==> run_1/layer_met1.png <==
Scale: 6 px per um. Supply wires on this layer in gray.
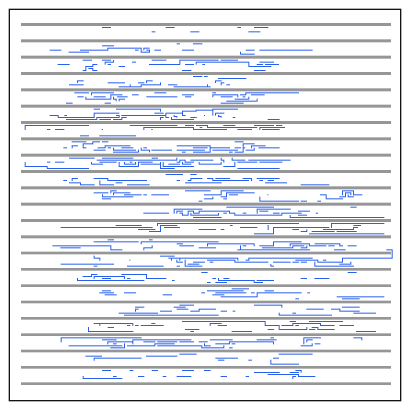
==> run_1/layer_met2.png <==
Scale: 4 px per um. Cells faint in the background.
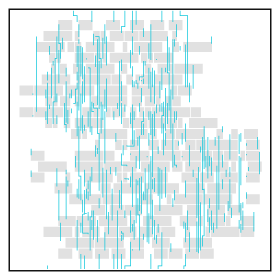
==> run_1/layer_met3.png <==
Scale: 6 px per um.
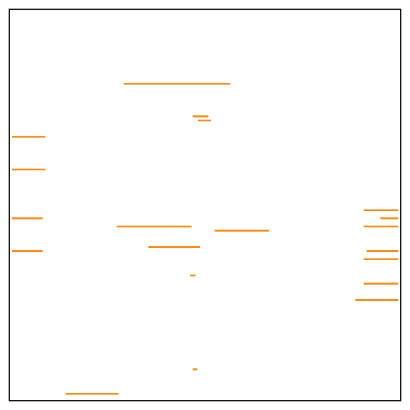
==> config.mk <==
export PLATFORM = sky130hd
export DESIGN_NAME = serial_adder_flat
export DESIGN_NICKNAME = d
export VERILOG_FILES = /design/src/rtl/serial_adder_pkg.sv /design/src/rtl/serial_adder_if.sv /design/src/rtl/serial_adder_add1bit.sv /design/src/rtl/serial_adder.sv /design/src/flat_wrapper.sv
export SDC_FILE = /design/constraint.sdc
export NUM_CORES = 1
export LEC_CHECK = 0
export CORE_MARGIN = 1.5
export CORE_UTILIZATION = 45
export CTS_CLUSTER_DIAMETER = 200
export CTS_CLUSTER_SIZE = 8
export DETAILED_ROUTE_END_ITERATION = 7
export PLACE_DENSITY = 0.81
export SLEW_MARGIN = 20
export SYNTH_ARGS = -nofsm -noshare
export SYNTH_HDL_FRONTEND = slang
export SYNTH_SLANG_ARGS = --single-unit
==> constraint.sdc <==
create_clock -name clk -period 1.7 [get_ports clk]
set_input_delay 0.255 -clock clk [delete_from_list [all_inputs] [get_ports clk]]
set_output_delay 0.255 -clock clk [all_outputs]
set_load 0.03 [all_outputs]
==> notes.md, run 1 <==
fresh numbers from the pnr run: status=finished, final reports clean, fin area=2150 um2, initial antenna violation count=0, flop count=40, Yosys chip area=1730 um2, Antenna Nets Post-Route=0, number of H-tree levels=2, total length of routed met2 wires=1.47 mm, comb_multi_in=117, port buffer count=30, CP cell instances=clkdlybuf4s50_1, total CTS buffers=5, simple-gate area share of the yosys netlist=0.145, non-filler instance count after layout=252, Mapped Avg Cell Area=9.94 um2, Seq group=1.01 mW, Crit-path slowest cell=clkdlybuf4s50_1, pin count of the biggest net entering global routing=41, die height=65.0 um, die width=65.0 um, max-slew violations=0, worst slack, placed=47.4 ps, met3 wire len=117 um, gpl congestion=0.757, Seq pwr share=0.528, CP arrival=1300 ps, most frequent cells after synthesis=dfxtp_1, nor2_1, a211oi_2, mux2i_1, nand3_1, number of signal-net buffers in the layout=38, total congestion overflow=0, critical path class=reg2out, Fin. Hold Viols=0, CLK BUF=6, comb pwr=0.251 mW, post-route setup TNS=0 ps, Post-Place Cell Area=2050 um2, Comb pwr share=0.131, fraction of area in registers=0.372, number of flops mapped to enable cells by yosys=0, flop2flop setup slack=220 ps, RSZ-0062 raised after global routing=false, layout cells sized above 1=0.167, Yosys cell types=26, Slew HR=0.707, Post-Synth AOI/OAI Area=0.213, area leader, netlist=dfxtp_1, Adder Share, Synth=0.0260, most frequent cells in the layout=dfxtp_1, clkdlybuf4s50_1, nor2_1, HPWL Detailed=2.07 mm, GRT Util Overall=0.160, clk pwr=0.652 mW, vias in the first global route=1180, TritonCTS clock tree=built, CP peak stage delay=680 ps, comb area leader=AND-OR/OR-AND gates, top power group=registers, sw frac=0.249, Root Driver=clkbuf_8, later-pin clock latency in the skew report=290 ps, CP bufs+invs=1, min cycle time layout=1560 ps, IO Pins=31, hold path depth=2, post-layout util=0.583, Post-synth seq share=0.463, fmax=0.641 GHz, number of non-clock inverters in the layout=1, cell family with most CP delay=buffers and inverters, Worst Tran Pin Value=440 ps, busiest grt layer=met2, Synthesized Nets=197, Vias per Instance=5.30, PostCTS Resize Cnt=0, Gate Count Post-Synth=174, asr flop ratio synth=0, CTS Buffer Depth=2, post-route setup slack=141 ps, FP Rows=22, Most used DFF post-synth=dfxtp_1, synthesized area=1730 um2, Worst-path clk slew=70 ps, Clock buf/inv share=0.0454, Pre-antenna DRT Iters=4, num tapcells=48, Worst EP required=1440 ps, OpenROAD warning count=26, Pre-Place Util=0.469, Post-Place Cells=243, ys cells=174, Biggest Area Class=multi-input combinational cells, global-route wire length before repair=5.21 mm, final worst clock skew=4.65 ps, Initial DRC Count=63, Max-area cell share=0.463, Max-Cap Viols=0, die area=4220 um2, Post-synth regs=40, Startpoint Class=flip-flop, cycle use final=0.917, FF-to-FF path depth=6, yosys xor share=0, routed wire length per instance=12.3 um, Min-Delay Path Class=reg2reg, Power, Total=1.91 mW, Hold Slack=457 ps, leakage=0.778 nW, P_sw=0.476 mW, logic area=816 um2, number of setup buffers added after CTS=0, register area=801 um2, buffering overhead=0.173, yosys warns=0, drt drc=0, clock network fraction of design power=0.341, Synth top cell by count=dfxtp_1, Power Internal=1.44 mW, Max Used Layer=met4, Final #Nets=226, mux share=0.0868, most numerous logic cell after layout=dfxtp_1, crit end category=primary output, CP Max Fanout=2, Max VDD drop=0.541 mV, Num Clock Sinks=40, Cell Pwr Density=889 nW/um2
Notes on layer_met1.png above:
The wires run mostly horizontal. 201 nets have wire on it. The layer holds 47% of the routed length.
drt total wl: 3.11 mm
met1 GRT Util: 0.194
via count: 1336

Notes on layer_met2.png above:
The layer holds 47% of the routed length. The longest straight run is 21.4 um.
global routing usage on met2: 0.258

Notes on layer_met3.png above:
The longest straight run is 17.5 um. The layer holds 3.8% of the routed length. 16 nets have wire on it.
met3 Use GR: 0.0469

==> run 2: changes to the inputs <==
--- a/config.mk
+++ b/config.mk
@@ -11,6 +11,7 @@
 export CTS_CLUSTER_SIZE = 8
 export DETAILED_ROUTE_END_ITERATION = 7
 export PLACE_DENSITY = 0.81
+export SKIP_LAST_GASP = 1
 export SLEW_MARGIN = 20
 export SYNTH_ARGS = -nofsm -noshare
 export SYNTH_HDL_FRONTEND = slang
==> run 2 against run 1 <==
  * Flip-flop count stayed put
  * Hold slack unchanged
  * Cell count is the same
  * Register-to-register slack barely moved
  * Clock skew is the same
  * Design area stayed put
  * Sequential share of layout area unchanged
  * Critical endpoint unchanged
  * Clock power barely moved
  * Critical path type unchanged
==> notes.md, run 2 <==
fresh numbers from the pnr run: post-route setup TNS=0 ps (unchanged), RSZ-0062 raised after global routing=false, Crit-path slowest cell=clkdlybuf4s50_1, Max-area cell share=0.463 (unchanged), Max-Cap Viols=0 (unchanged), final worst clock skew=4.65 ps (unchanged), Pre-antenna DRT Iters=4 (unchanged), die area=4220 um2 (unchanged), post-route setup slack=141 ps (unchanged), fmax=0.641 GHz (unchanged), area leader, netlist=dfxtp_1, drt drc=0 (unchanged), register area=801 um2 (unchanged), global routing usage on met2=0.258 (unchanged), number of setup buffers added after CTS=0 (unchanged), logic area=816 um2 (unchanged), Root Driver=clkbuf_8, flop count=40 (unchanged), Initial DRC Count=63 (unchanged), Synthesized Nets=197 (unchanged), Pre-Place Util=0.469 (unchanged), Max VDD drop=0.541 mV (unchanged), global-route wire length before repair=5.21 mm (unchanged), Startpoint Class=flip-flop, Most used DFF post-synth=dfxtp_1, status=finished, final reports clean, initial antenna violation count=0 (unchanged), layout cells sized above 1=0.167 (unchanged), Mapped Avg Cell Area=9.94 um2 (unchanged), mux share=0.0868 (unchanged), die height=65.0 um (unchanged), number of flops mapped to enable cells by yosys=0 (unchanged), CP peak stage delay=680 ps (about the same), simple-gate area share of the yosys netlist=0.145 (unchanged), most numerous logic cell after layout=dfxtp_1, Power Internal=1.44 mW (unchanged), Biggest Area Class=multi-input combinational cells, asr flop ratio synth=0 (unchanged), met3 wire len=117 um (unchanged), Adder Share, Synth=0.0260 (unchanged), min cycle time layout=1560 ps (unchanged), later-pin clock latency in the skew report=290 ps (about the same), CTS Buffer Depth=2 (unchanged), Post-Place Cell Area=2050 um2 (unchanged), sw frac=0.249 (unchanged), IO Pins=31 (unchanged), fin area=2150 um2 (unchanged), met3 Use GR=0.0469 (unchanged), comb_multi_in=117 (unchanged), Seq pwr share=0.528 (about the same), num tapcells=48 (unchanged), Min-Delay Path Class=reg2reg, top power group=registers, Post-Place Cells=243 (unchanged), synthesized area=1730 um2 (unchanged), Max Used Layer=met4, drt total wl=3.11 mm (unchanged), Comb pwr share=0.131 (about the same), cell family with most CP delay=buffers and inverters, Hold Slack=457 ps (unchanged), Synth top cell by count=dfxtp_1, vias in the first global route=1180 (unchanged), busiest grt layer=met2, CP arrival=1300 ps (about the same), total CTS buffers=5 (unchanged), Gate Count Post-Synth=174 (unchanged), CP cell instances=clkdlybuf4s50_1, TritonCTS clock tree=built
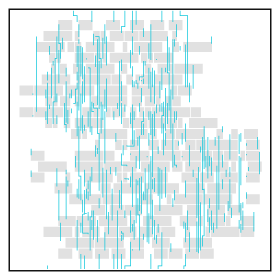
(run_2/layer_met2.png)
Scale: 4 px per um. Cells faint in the background.
The layer holds 47% of the routed length. The layer carries 1470 um of wire.

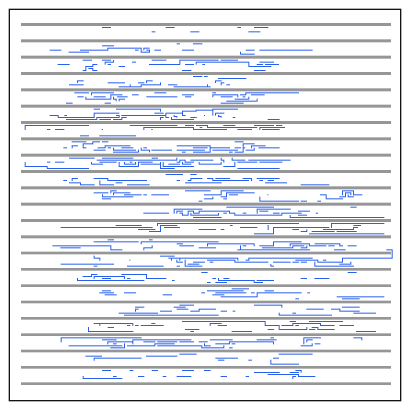
(run_2/layer_met1.png)
Scale: 6 px per um. Supply wires on this layer in gray.
The layer carries 1450 um of wire. The layer holds 47% of the routed length.

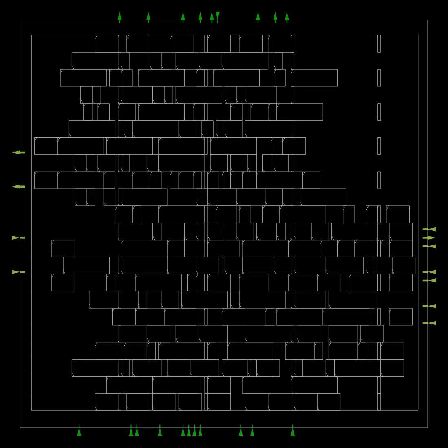
(run_2/placement.png)
non-filler instance count after layout: 252
Fill cells: 338
FP Rows: 22
fraction of area in registers: 0.372
Core Footprint: 3690 um2

Power figures rest on the tool's default switching activity, not on a simulated workload.
